==> config.mk <==
export PLATFORM = sky130hd
export DESIGN_NAME = mc_ctrl
export DESIGN_NICKNAME = d
export VERILOG_FILES = /design/src/rtl/mc_ctrl.sv
export SDC_FILE = /design/constraint.sdc
export NUM_CORES = 1
export LEC_CHECK = 0
export CAP_MARGIN = 40
export CELL_PAD_IN_SITES_DETAIL_PLACEMENT = 0
export CELL_PAD_IN_SITES_GLOBAL_PLACEMENT = 1
export CORE_MARGIN = 4
export CORE_UTILIZATION = 25
export DETAILED_ROUTE_END_ITERATION = 6
export PLACE_DENSITY_LB_ADDON = 0.1
export SETUP_SLACK_MARGIN = 0.5
export SLEW_MARGIN = 5
export SYNTH_ARGS = -nofsm -noshare
export SYNTH_HDL_FRONTEND = slang
export SYNTH_SLANG_ARGS = --single-unit
==> constraint.sdc <==
create_clock -name clk -period 2.1 [get_ports clk]
set_clock_uncertainty 0.05 [all_clocks]
set_input_delay 0.315 -clock clk [delete_from_list [all_inputs] [get_ports clk]]
set_output_delay 0.315 -clock clk [all_outputs]
set_load 0.005 [all_outputs]
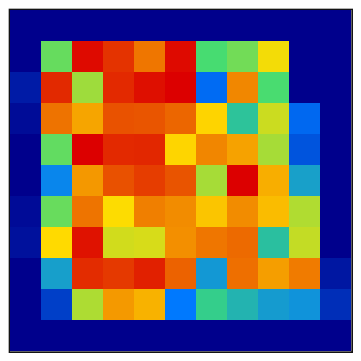
*Local utilization*
Scale: 6 px per µm. 11 x 11 tiles, from dark blue (low) to red (high), 0 to 100% covered.
39% of the tiles are over 75% full. The mean over all tiles is 47%. The emptiest ninth of the die: top right. 30% of the tiles are nearly empty.
Init Core Util: 26.53%
Post-Route Utilization: 69.48%
core box area: 0.002255 mm²

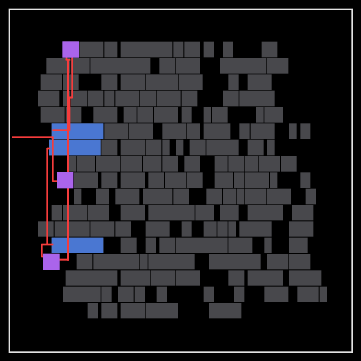
*Clock distribution*
Scale: 6 px per µm.
Red stands for clock wires, length 92.5 µm. Purple stands for clock-net drivers, count 3. Blue stands for flip-flops, count 3.
There are 4 routed clock nets.
clock distribution power: 108 µW
Clk network pwr share: 29.2%
Late-Pin Clk Latency: 240 ps

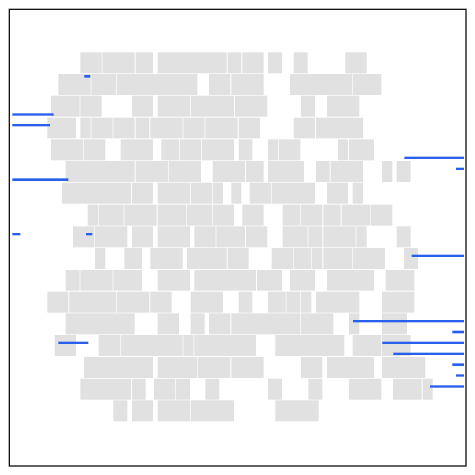
*Met3 routing*
Scale: 8 px per µm.
The layer holds 2.6% of the routed length. The layer carries 73.4 µm of wire. 15 nets have wire on it. The longest straight run is 13.6 µm.
met3 GRT Util: 2.069%
Detailed Route WL: 2840 µm
number of vias after detailed routing: 942

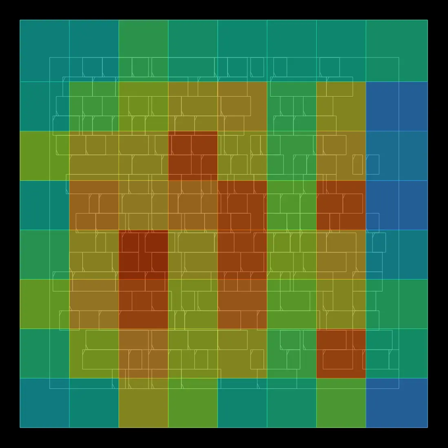
*Routing congestion map*
total routing usage reported by global routing: 17.21%
routing usage on met1: 17.91%

==> notes.md <==
Implementation numbers.

- The report lists the cells along the critical path as buf_8 > nor4_4 > nand3b_1 > or4_4 > a311oi_2 > buf_2.
- The most common flop cell mapped by yosys is sky130_fd_sc_hd__dfxtp_1.
- The worst hold-check path type is in -> reg.
- The cell count after placement is 165.
- Setup repair after global routing could not meet its margin everywhere.
- The register clock-pin slew on the reported worst setup and hold paths is 40 ps.
- The share of synthesized cell area in and, or, nand and nor gates is 55.02%.
- The area overhead of the layout relative to synthesis is 161.9%.
- Counting plain and timing-repair buffers in the layout gives 80.
- The count of instantiated cells in the yosys netlist is 84.
- The global-route wire length before repair is 4450 µm.
- The number of synthesized flops with an enable pin is 0.
- RePlAce ended its routability-driven mode at a weighted congestion of 0.7599.
- The critical path maximum fanout is 2.
- The script extracted a total leakage power of 0.6770 nW.
- The flow ran to the end, and the final reports show no timing, DRC or antenna violations.
- Yosys reported a register bit count of 3.
- After synthesis, the share of cell area in mux cells is 1.674%.
- The worst setup path is of the in -> out kind.
- Pin placement for this block handled 33 I/O pins.
- By area the synthesized netlist is led by sky130_fd_sc_hd__dfxtp_1 (10%), sky130_fd_sc_hd__nor2_1 (6.9%), sky130_fd_sc_hd__nor4b_1 (5.9%).
- The total tool warning count is 29.
- The fraction of final layout cells with drive strength greater than 1 is 71.07%.
- The TritonCTS clock tree is built.
- The depth of the worst register-to-register path is 6.
- Counting I/O delays and the setup requirement, the final critical path takes 2039 ps.
- The post-route non-filler standard cell count is 187.
- The setup TNS is 0 ps.
- The post-layout net count is 177.
- The largest net degree at the start of global routing is 11.
- The cell family contributing the most delay on the critical path is simple AND/OR/NAND/NOR gates.
- The total stage count of the critical path is 6.
- The number of clock buffers inserted by TritonCTS is 3.
- The fraction of cell area in multi-input combinational cells is reported as 47.12%.
- The clock tree buffer count of the final layout is 4.
- The number of max-cap violations is 0.
- STA classifies the critical path startpoint as a primary input.
- After layout, the worst path uses 97.08% of the clock period.
- The number of antenna violations at the first check in global routing was 0.
- The sum of overflow across all layers after global routing is 0.
- The number of flip-flops in the largest register is 3.
- The number of buffers added to fix hold violations after cts is 0.
- In the final layout, flip-flops and latches take up 4.553% of the cell area.
- The placed wire-length estimate is 1725 µm.
- After detailed placement, the total cell area comes to 0.001126 mm².
- Sorting the synthesized cells by how often they occur yields sky130_fd_sc_hd__nor2_1 (11), sky130_fd_sc_hd__nand2_1 (5), sky130_fd_sc_hd__nand2b_1 (5), sky130_fd_sc_hd__nor3_1 (5).
- The worst setup path is captured at a primary output.
- By area, combinational gates come first.
- The routed wire length per instance is 15.19 µm.
- During placement, the flow inserted port buffers numbering 31.
- The fraction of area in clock buffers and inverters is 1.677%.
- The average instance area after synthesis is 7.120 µm².
- The floorplan step set the die height to 56.91 µm.
- Based on the critical path, the design can be clocked at up to 490.5 MHz.
- The pre-CTS setup check shows a worst slack of -680.7 ps.
- The worst-case IR drop observed on VDD is 212.8 µV.
- The final hold violation count recorded for this run is 0.
- The library cell contributing the largest single delay on the critical path is sky130_fd_sc_hd__or4_4.
- Setup slack on the worst reg-to-reg path comes out at 400 ps.
- The distinct cell type count after synthesis is 41.
- The final number of setup-violating endpoints is 0.
- The share of the synthesized netlist area taken by xor and xnor gates is 4.393%.
- Counting both buffers and inverters, the worst setup path holds a total of 2.
- The count of nets left with antenna violations after detail routing is 0.
- Per the CTS log, the maximum H-tree level is 1.
- Leaving out fill and tap cells, the most frequent cells in the layout are sky130_fd_sc_hd__buf_4 (28), sky130_fd_sc_hd__buf_6 (22), sky130_fd_sc_hd__buf_2 (17), sky130_fd_sc_hd__nor2_1 (7), sky130_fd_sc_hd__clkdlybuf4s50_1 (5).
- The multi-input combinational gate total is 70.
- Per the cell usage report, the commonest logic cell in the layout is sky130_fd_sc_hd__buf_4.
- The max-slew violation total from the final report is 0.
- The biggest area consumer among synthesized cells is sky130_fd_sc_hd__dfxtp_1.
- The floorplan has 17 rows.
- The sequential share of the synthesized area is 10.04%.
- The clock drives 3 sinks.
- Setup slack on the critical path of the routed design comes to 61.41 ps.
- For reference, compound AND-OR and OR-AND cells occupy 18.62% of the area reported after synthesis.
- Warnings reported by Yosys during synthesis add up to 0.
- The area of the synthesized netlist per yosys stat is 598.1 µm².
- According to the report, the first pass of detailed routing completed in 4 iterations.
- Once iteration 0 of detailed routing completed, the report listed 9 DRC markers.
- The data arrival time reported for the critical path is 1670 ps.
==> routing by layer <==
layer  share of wire, %  vias up  GRT usage [%]
li1                   -      465              -
met1                 37      457          17.91
met2                 59       17          33.93
met3                2.6        3          2.069
met4                1.2        0          6.954
met5                  0        -              0
==> what timing repair did <==
item,4_1_cts,5_1_grt
pin swaps,19,15
setup endpoints to repair,18,17
resized,154,25
setup buffers,13,5
endpoints found under the hold margin,0,0
gates cloned,0,0
==> report_power, final <==
| group | internal (mW) | switching, mW | leakage, nW | total, mW |
|---|---|---|---|---|
| registers | 0.0557 | 0.00246 | 0.0266 | 0.0582 |
| logic | 0.112 | 0.0911 | 0.635 | 0.204 |
| clock network | 0.0716 | 0.0364 | 0.0150 | 0.108 |
Power and IR drop assume default switching activity.
